Design ps_clk_meter_flat, sky130hd; sources not shown.
Fig. 1: run 1, met4 routing
Cells faint in the background.
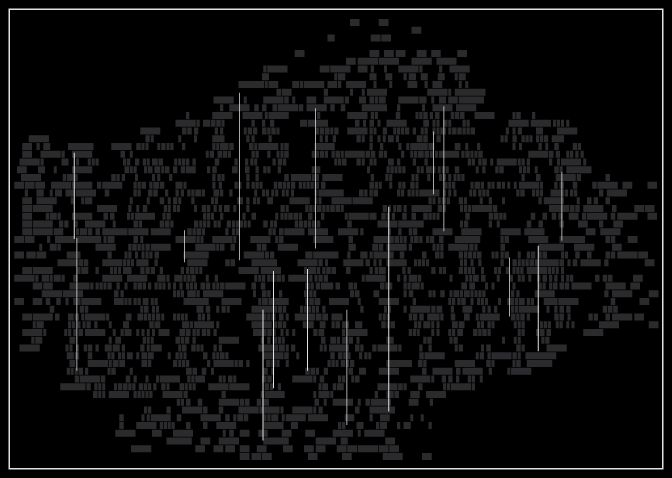
main direction = vertical
nets with wire on the layer = 8
Vias: 10823
DRT Wirelength: 31900 microns

Fig. 2: run 1, the metal 3 layer
Bar = 50 microns.
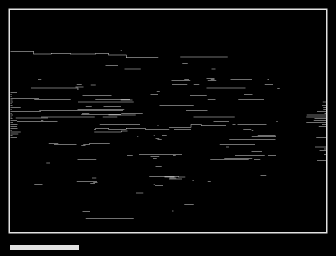
share of all routed wire = 5.3%
nets with wire on the layer = 119
wire length on this layer = 1690 microns
met3 Use GR: 2.97%

Fig. 3: run 1, signal wires on met2
Bar = 50 microns. Cells faint in the background.
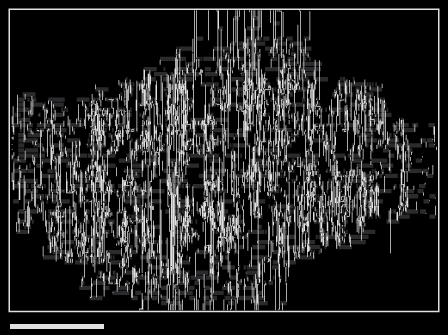
share of all routed wire = 42%
nets with wire on the layer = 1346
main direction = vertical
M2 GR Usage: 25.2%

==> run_results.csv, run 1 <==
group,metric,value,unit
global_routing,grt_first_pass_wirelength,51400,microns
setup_path,r2r_slack,1.87,ns
setup_path,crit_chain,"ha_1, nand2_1, nor2_1, nand4_1, nor2_4, inv_2, nand2_1, clkinv_2, buf_4, o21ai_0, and3_1",
finish,fin_util,36.5,%
route,drc,0,
setup_path,worstPathArrival,4.49,ns
final_timing,rsz0062_at_grt,"false",
finish,drive_gt1_share,4.70,%
setup_path,path_class,"reg -> reg",
synthesis,async_flop_share,0,%
final_timing,fmax,0.242,GHz
die,die_w,229,microns
final_timing,min_period,4.13,ns
clock_network,ctsHtreeMaxLevel,1,
setup_path,worst_path_most_repeated_cell,"nand2_1",
synthesis,yosysWarnings,0,
synthesis,yosys-stat-area,0.0108,sq mm
synthesis,edf_count,0,
status,status,"complete, no violations",
power,vdd_drop_max,0.169,mV
synthesis,top_cell_area_share,37.8,%
route,wl_per_cell,14.1,microns
clock_network,ctsHoldBuffers,0,
route,via_per_inst,4.79,
route,antenna_left,0,
clock_network,clk_path_buf_depth,3,
clock_network,worstSkewPairLatency,0.52,ns
worst_hold_path,hp-class,"reg -> reg",
synthesis,syn_nets,1726,
final_timing,holdWs,0.301,ns
synthesis,synthDistinctLibCells,38,
clock_network,clk_pin_slew,0.06,ns
finish,syn_to_final_growth,18.6,%
clock_network,ctsResizeCount,0,
flow_run,openroad.warnings,28,
setup_path,slowest_delay,0.73,ns
clock_network,cts.sinks,204,
final_timing,tightest_slew,1.01,ns
route,firstDrtPassIters,5,
synthesis,synth.avg_cell_area,6.30,sq um
global_routing,grt_usage,17.4,%
global_routing,grt_max_degree,103,
finish,nNetsFinal,1783,
clock_network,cts-root-buf,"clkbuf_16",
final_timing,tns,0,ns
synthesis,synth.largest_area_cell,"dfxtp_1",
final_timing,maxSlewHeadroom,32.4,%
placed_design,gp_congestion,0.954,
setup_path,worstSetupEndpointType,"flip-flop",
die,ios,97,
synthesis,ys_cells,1714,
setup_path,crit_required,6.36,ns
final_timing,hold_viol_final,0,
synthesis,topCellsByArea,"dfxtp_1, nand2_1, inv_1, nand3_1, a21oi_1",
flow_run,cap_violations,0,
route,drt_iter0_drc,946,
synthesis,ff_type,"dfxtp_1",
synthesis,synth_cells,1714,
worst_hold_path,hold_depth,2,
clock_network,cts_buffers,22,
final_timing,period_used_share,68.9,%
clock_network,tritoncts,"built",
synthesis,common_cells,"nand2_1, inv_1, dfxtp_1",
die,rows,57,
setup_path,cp_slowest_cell,"clkinv_2",
global_routing,antenna_found_initial,0,
finish,insertedDiodeCount,0,
placed_design,io_buffers,96,
final_timing,drv_slew,0,
die,dieArea,0.0368,sq mm
clock_network,post-cts-setup-buffers,0,
synthesis,synth_area,0.0108,sq mm
die,die_h,161,microns
final_timing,setup_ws,1.87,ns
synthesis,yosys.cell_count.top_type,"nand2_1",
global_routing,grt_pass1_vias,9770,
setup_path,crit_path_start_kind,"flip-flop",
setup_path,cp_max_fo,48,
power,p_per_area,221,mW/mm^2
placed_design,dp.final_hpwl,22500,microns
placed_design,pre_cts_ws,1.87,ns
power,p_leak,4.97,nW
die,fp_util,30.8,%
synthesis,ys_seq_share,37.8,%
synthesis,ys_ff,204,
die,core,0.0351,sq mm
run 1: logic make-up (layout without fill, tap and decap cells):
logic type / count (synthesis) / count (layout) / synth area share (%)
DFF: 204 / 204 / 37.8
buffers and inverters: 292 / 364 / 10.8
and+or+nand+nor: 940 / 940 / 36.8
xor gates and xnor gates: 7 / 7 / 0.567
AOI/OAI and AO/OA: 266 / 266 / 13.4
adders and majority gates: 5 / 5 / 0.579
run 1: per-layer routing:
| layer | vias to the layer above | global-route usage [%] | part of all wire, % |
|---|---|---|---|
| met2 | 254 | 25.2 | 42 |
| met3 | 34 | 2.97 | 5.3 |
| met1 | 4922 | 25.1 | 51 |
| met5 | - | - | 0 |
| li1 | 5613 | - | - |
| met4 | 0 | 3.67 | 1.8 |
run 1: metrics by stage:
step / cells / power (mW) / instance area [sq um]
2_1_floorplan: 1714 / 1.45 / 10800
3_3_place_gp: 2219 / 1.48 / 12100
3_5_place_dp: 2219 / 1.48 / 12100
4_1_cts: 2258 / 2.88 / 12800
5_1_grt: 2258 / 2.94 / 12800
6_report: 2258 / 2.84 / 12800
run 1: worst max-delay path, delay by kind of cell, from the launching register on:
family	cells	cell delay, ns
compound gates	1	0.24
fa+ha+maj	1	0.21
buf+inv	3	1.40
flops	1	0.37
simple gates	6	1.70
run 1: cell type report:
type | instances | area (sq um)
fillers | 3773 | 22300
multi-input cells | 1218 | 5570
flip-flops and latches | 204 | 4080
repair buffers | 102 | 1000
inverters | 223 | 838
clock buffers | 30 | 632
well taps | 472 | 591
clock inverters | 9 | 100
run 1: cell usage in the layout (no fill, tap or decap), types with 4 or more instances in the layout:
cell / netlist / routed
o211ai_1: 36 / 36
ha_1: 5 / 5
nand3_1: 154 / 154
o21ai_0: 69 / 69
nand3b_1: 6 / 6
clkbuf_16: 0 / 23
dfxtp_1: 204 / 204
nor4_1: 4 / 4
nor3_1: 24 / 24
o21a_1: 5 / 5
clkinv_2: 0 / 6
inv_1: 212 / 211
a21oi_1: 145 / 145
clkdlybuf4s50_1: 0 / 95
buf_4: 2 / 7
nor2_2: 13 / 13
clkbuf_1: 42 / 4
nand2_1: 520 / 520
xor2_1: 4 / 4
nand2_2: 7 / 7
nand3_2: 4 / 4
inv_2: 9 / 9
nor2_1: 169 / 167
nand4_1: 28 / 28
run 1: power breakdown:
group | leakage [nW] | internal [mW] | switching, mW
logic | 2.97 | 0.0182 | 0.0682
clock network | 0.358 | 0.823 | 0.565
registers | 1.65 | 1.36 | 0.00292
Fig. 4: run 1, congestion heat map
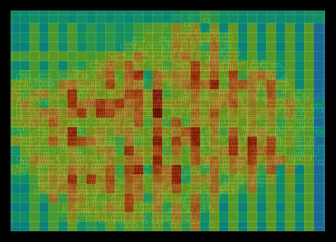

==> run 2: changes to the inputs <==
Clock period 6 ns to 4.1 ns, I/O delays scaled along.
Fig. 5: run 2, congestion heat map
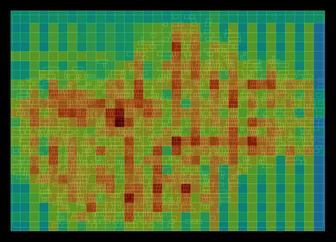
met3 Use GR: 2.91%
grt met1 use: 26.4%

Fig. 6: run 2, met4 routing
Cells faint in the background.
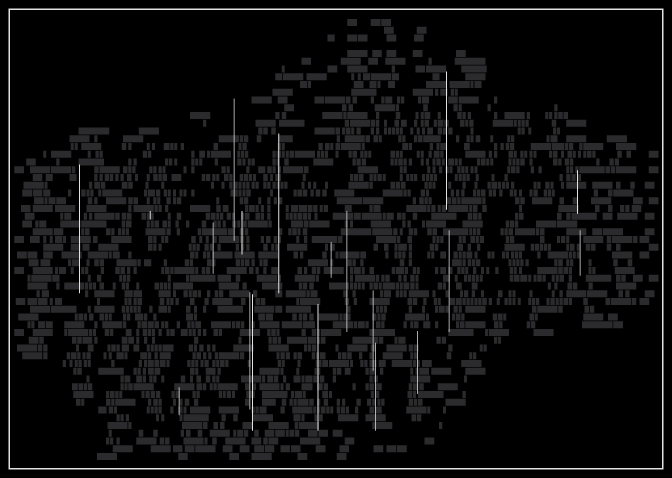
nets with wire on the layer = 11
share of all routed wire = 1.7%
wire length on this layer = 577 microns
longest straight run = 55.8 microns
Vias: 11032
DRT Wirelength: 33100 microns

Fig. 7: run 2, the metal 3 layer
Bar = 50 microns.
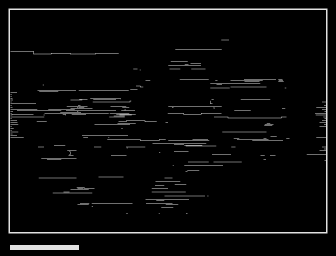
wire length on this layer = 2080 microns
nets with wire on the layer = 144
longest straight run = 46.2 microns
share of all routed wire = 6.3%

==> run_results.csv, run 2 <==
group,metric,value,unit
final_timing,holdWs,0.292,ns
setup_path,crit_path_start_kind,"flip-flop",
final_timing,rsz0062_at_grt,"false",
finish,insertedDiodeCount,0,
synthesis,yosysWarnings,0,
synthesis,ys_seq_share,37.8,%
final_timing,tns,0,ns
finish,comb_area,0.00557,sq mm
clock_network,ctsHoldBuffers,0,
final_timing,maxSlewHeadroom,40.9,%
route,via_per_inst,4.88,
route,antenna_left,0,
clock_network,clk_path_buf_depth,3,
die,core,0.0351,sq mm
clock_network,tritoncts,"built",
flow_run,cap_violations,0,
global_routing,grt_max_degree,71,
final_timing,period_used_share,67.2,%
status,status,"complete, no violations",
global_routing,grt_first_pass_wirelength,53500,microns
synthesis,edf_count,0,
synthesis,ys_cells,1714,
power,p_per_area,333,mW/mm^2
synthesis,yosys-stat-area,0.0108,sq mm
clock_network,cts_buffers,23,
global_routing,grt_pass1_vias,10091,
final_timing,min_period,2.76,ns
finish,final-seq-area,0.00408,sq mm
finish,final_cell_area,0.0129,sq mm
route,drt_iter0_drc,961,
die,ios,97,
finish,instances_no_fill,2260,
clock_network,cts-root-buf,"clkbuf_16",
synthesis,async_flop_share,0,%
synthesis,synthDistinctLibCells,38,
route,firstDrtPassIters,5,
flow_run,openroad.warnings,26,
-- run 2: report_power, final --
| group | switching [mW] | leakage (nW) | internal, mW |
|---|---|---|---|
| logic | 0.101 | 2.99 | 0.0290 |
| registers | 0.00425 | 1.65 | 1.99 |
| clock network | 0.846 | 0.380 | 1.33 |
-- run 2: cells by family after synthesis --
family          count (synthesis)  synth area share (%)
fa+ha+maj                       5                 0.579
buf+inv                       292                  10.8
simple gates                  940                  36.8
compound gates                266                  13.4
xor+xnor                        7                 0.567
flops                         204                  37.8
-- run 2: metrics by stage --
step,worst slack (ns),util [%]
3_3_place_gp,1.38,34.6
4_1_cts,1.34,36.8
6_report,1.34,36.8
5_1_grt,1.08,36.8
3_5_place_dp,1.36,34.6
2_1_floorplan,2.15,-
-- run 2: critical path, stage by stage, from the launching register on --
cell and delay (ns):
dfxtp_1 0.40, ha_1 0.22, nand3_1 0.13, nor2_2 0.23, nand3_2 0.42, nand2_1 0.37, o21ai_0 0.15, nand2_1 0.14
nand2_1 0.06, nor2_1 0.16, nand3_1 0.14, nand3_1 0.09, nand2_1 0.06, inv_1 0.04
-- run 2: layer usage --
metal  wire, microns  global-route usage [%]  up-vias
met5               0                       -        -
li1                -                       -     5622
met4             576                    3.73        0
met1           16600                    26.4     5049
met2           13900                    26.7      319
met3            2080                    2.91       42
-- run 2: area by class of cell --
type	instances	area share, %
clock inverter	9	1.17
timing repair buffer	106	8.11
clock buffer	28	4.84
inverter	223	6.49
multi-input combinational	1218	43.2
tap	472	4.58
sequential	204	31.6
Power figures rest on the tool's default switching activity, not on a simulated workload.
